metal_density.png
The die is cut into 28 by 28 equal tiles; dark purple is low, yellow is high, scaled to the fullest tile. Values are wire area over tile area, all layers added.
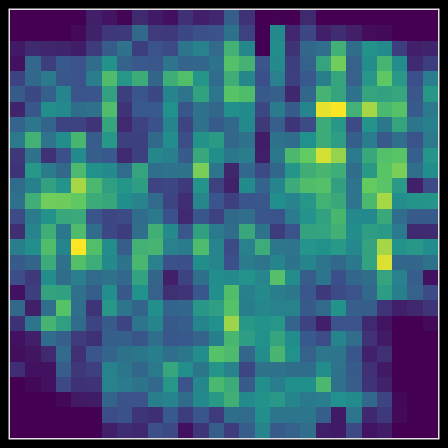
cell_density.png
Scale bar: 50 um. The die is cut into 14 by 14 equal tiles; dark purple is low, yellow is high, 0 to 100% covered.
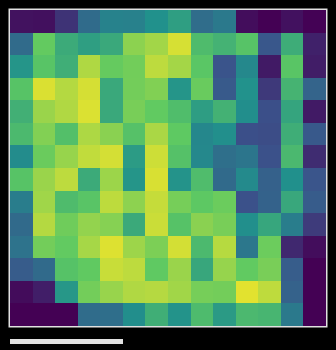
wires.png
Only two layers are drawn.
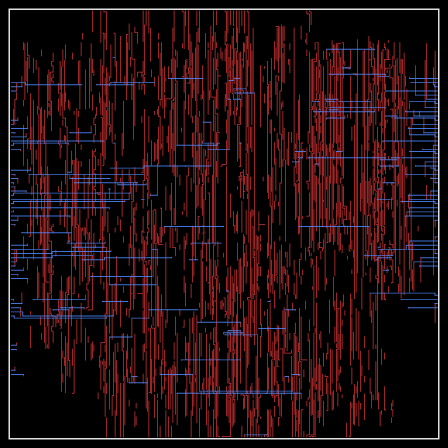
flops_by_reg.png
Scale bar: 50 um.
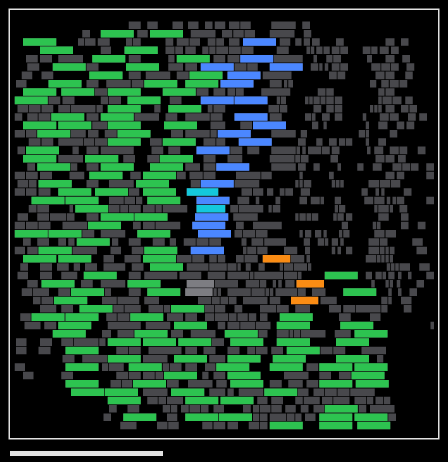
clocks.png
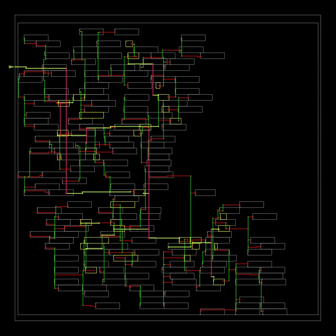
--- src/rtl/wb_write_queue.sv ---
// Writeback write queue: buffers ALU and load results and drains one per cycle
// into the register file write port. Optional FORWARD_EN adds queue lookups.
module wb_write_queue #(
    parameter int DEPTH = 4,
    parameter int AW    = 5,
    parameter int DW    = 32
) (
    input  logic                     clk,
    input  logic                     rst,
    input  logic                     mem_valid,
    output logic                     mem_ready,
    input  logic [AW-1:0]            mem_reg,
    input  logic [DW-1:0]            mem_data,
    input  logic                     alu_valid,
    output logic                     alu_ready,
    input  logic [AW-1:0]            alu_reg,
    input  logic [DW-1:0]            alu_data,
    output logic                     RegWrite,
    output logic [AW-1:0]            WriteReg,
    output logic [DW-1:0]            WriteData,
    output logic [31:0]              pending,
    output logic [$clog2(DEPTH):0]   count
`ifdef FORWARD_EN
    ,
    input  logic [AW-1:0]            fwd_reg1,
    input  logic [AW-1:0]            fwd_reg2,
    output logic                     fwd_hit1,
    output logic                     fwd_hit2,
    output logic [DW-1:0]            fwd_data1,
    output logic [DW-1:0]            fwd_data2
`endif
);

    localparam int PW = $clog2(DEPTH);
    localparam logic [PW:0] DEPTH_C = (PW+1)'(DEPTH);

    logic [AW-1:0] regMem  [DEPTH];
    logic [DW-1:0] dataMem [DEPTH];
    logic [PW-1:0] headPtr;
    logic [PW-1:0] tailPtr;
    logic [PW-1:0] aluSlot;
    logic [PW:0]   countReg;
    logic [PW:0]   freeSlots;
    logic [PW:0]   aluNeed;
    logic          memNeed;
    logic          memPush;
    logic          aluPush;
    logic          pop;

    assign count     = countReg;
    assign freeSlots = DEPTH_C - countReg;
    assign memNeed   = mem_valid && (mem_reg != '0);
    assign aluNeed   = (PW+1)'(1) + (PW+1)'(memNeed);

    // Readies look only at the registered count; a same-cycle pop earns no credit.
    assign mem_ready = !rst && (freeSlots >= (PW+1)'(1));
    assign alu_ready = !rst && (freeSlots >= aluNeed);

    // Register-0 writes complete the handshake but never occupy a slot.
    assign memPush = mem_valid && mem_ready && (mem_reg != '0);
    assign aluPush = alu_valid && alu_ready && (alu_reg != '0);
    assign pop     = (countReg != '0);
    assign aluSlot = tailPtr + PW'(memPush);

    always_ff @(posedge clk or posedge rst) begin
        if (rst) begin
            headPtr  <= '0;
            tailPtr  <= '0;
            countReg <= '0;
        end else begin
            headPtr  <= headPtr + PW'(pop);
            tailPtr  <= tailPtr + PW'(memPush) + PW'(aluPush);
            countReg <= countReg + (PW+1)'(memPush) + (PW+1)'(aluPush) - (PW+1)'(pop);
        end
    end

    // The load result is older, so it takes the tail slot ahead of the ALU result.
    always_ff @(posedge clk) begin
        if (memPush) begin
            regMem[tailPtr]  <= mem_reg;
            dataMem[tailPtr] <= mem_data;
        end
        if (aluPush) begin
            regMem[aluSlot]  <= alu_reg;
            dataMem[aluSlot] <= alu_data;
        end
    end

    assign RegWrite  = pop;
    assign WriteReg  = pop ? regMem[headPtr]  : '0;
    assign WriteData = pop ? dataMem[headPtr] : '0;

    always_comb begin
        pending = '0;
        for (int k = 0; k < DEPTH; k++) begin
            if ((PW+1)'(k) < countReg) begin
                pending = pending | (32'd1 << regMem[headPtr + PW'(k)]);
            end
        end
        pending[0] = 1'b0;
    end

`ifdef FORWARD_EN
    // Walk oldest to youngest so the youngest matching entry wins.
    always_comb begin
        fwd_hit1  = 1'b0;
        fwd_hit2  = 1'b0;
        fwd_data1 = '0;
        fwd_data2 = '0;
        for (int k = 0; k < DEPTH; k++) begin
            if ((PW+1)'(k) < countReg) begin
                if (fwd_reg1 != '0 && regMem[headPtr + PW'(k)] == fwd_reg1) begin
                    fwd_hit1  = 1'b1;
                    fwd_data1 = dataMem[headPtr + PW'(k)];
                end
                if (fwd_reg2 != '0 && regMem[headPtr + PW'(k)] == fwd_reg2) begin
                    fwd_hit2  = 1'b1;
                    fwd_data2 = dataMem[headPtr + PW'(k)];
                end
            end
        end
    end
`endif

endmodule

--- config.mk ---
export PLATFORM = sky130hd
export DESIGN_NAME = wb_write_queue
export DESIGN_NICKNAME = d
export VERILOG_FILES = /design/src/rtl/wb_write_queue.sv
export SDC_FILE = /design/constraint.sdc
export NUM_CORES = 1
export LEC_CHECK = 0
export CORE_UTILIZATION = 50
export CTS_BUF_LIST = sky130_fd_sc_hd__clkbuf_4 sky130_fd_sc_hd__clkbuf_8
export CTS_CLUSTER_DIAMETER = 30
export DETAILED_ROUTE_END_ITERATION = 12
export PLACE_DENSITY = 0.81
export SYNTH_ARGS = -nofsm -noshare
export SYNTH_HDL_FRONTEND = slang
export SYNTH_SLANG_ARGS = --single-unit
--- constraint.sdc ---
create_clock -name clk -period 5 [get_ports clk]
set_input_delay 1 -clock clk [delete_from_list [all_inputs] [get_ports clk]]
set_output_delay 1 -clock clk [all_outputs]
set_load 0.1 [all_outputs]
==> results_slide.txt <==
Key Metrics from the Run

Logic synthesis
  • Mux area share: a little under a third
  • YS warnings: 0
  • Most frequent cell after synthesis: edfxtp_1
  • Adder share: 1.88%
  • Cell Type Count: around 49

Global routing
  • Total gr overflow: 0
  • Initial antenna violation count: 0
  • First-pass GRT wire length: roughly 38 mm

Layout
  • Top cell category: combinational gates
  • Fill cells: roughly 1300
  • Ratio of cells with drive above 1 in the final layout: ~40%
  • Non-Clock Buffer Count: around 170
  • Layout area overhead: 22.3%
  • # clk buffers: 18
  • Highest-count logic cell in the final layout: edfxtp_1

Floorplan
  • Die area: roughly 20000 um2
  • # rows: between 40 and 50

STA
  • Final min period: between 4000 and 5000 ps
  • Worst slew margin: just under 20%
  • Max Clk Rate: about 0.22 GHz
  • Cycle use final: approximately nine tenths
  • Setup violations, final: 0
  • Layout Skew: ~10 ps

Worst setup path
  • Critical Path Sink Type: output pin
  • Crit-path leading delay family: AND-OR/OR-AND gates
  • Reg2reg start: count[0]
  • Worst Setup SP: mem_reg[1]
  • Worst R2R Path Depth: 11
  • CP required: roughly 4000 ps
  • Critical Path Fanout Max: 5

Routing
  • Met1 Wirelength: about 10 mm
  • DRC Markers: 0
  • WL met3: approximately 1.6 mm
  • Pre-antenna DRT Iters: 5
  • Top sig layer: met4

Placed design
  • DP Wirelength: between 15 and 20 mm

Clocking
  • Post-CTS setup repair buffer count: 0
  • Clock transition at path regs: about 80 ps
  • Post-CTS resize count: 0
  • CTS tree: done

Outcome
  • Status: finished clean

Hold path
  • Hold Crit Class: reg -> reg
  • Hold_sp: count[1]
Back to the opening pictures, metal_density.png:
- tiles over half the peak: 22%
- densest ninth of the die: east
- fullest tile: 0.58
- nearly empty tiles: 8.0%
- mean over tiles: 0.20
DRT Wirelength: 24.6 mm
wire per inst: 23.3 um
Tot GR Track Use: 25.8%

Back to the opening pictures, cell_density.png:
- fullest tile: 96%
- mean over tiles: 58%
- nearly empty tiles: 4.1%
- emptiest ninth of the die: north-east
- tiles over 75% full: 37%
Core ar.: 18300 um2
fp_density: 51.8%
fin util: 63.4%

Back to the opening pictures, wires.png:
- red: metal 2 (wire length 12600 um)
- blue: metal 3 (wire length 1600 um)
Via Count: 6521

Back to the opening pictures, flops_by_reg.png:
- green: dataMem (flops 128; where widely spread)
- orange: count (flops 3)
- cyan: headPtr (flops 2)
- blue: regMem (flops 20)
- not colored: 2
sequential fraction of total cell area: 39.9%
register area: 4620 um2

Back to the opening pictures, clocks.png:
flip-flops: 155
clock tree sinks: 155
CTS Buf Count: 17

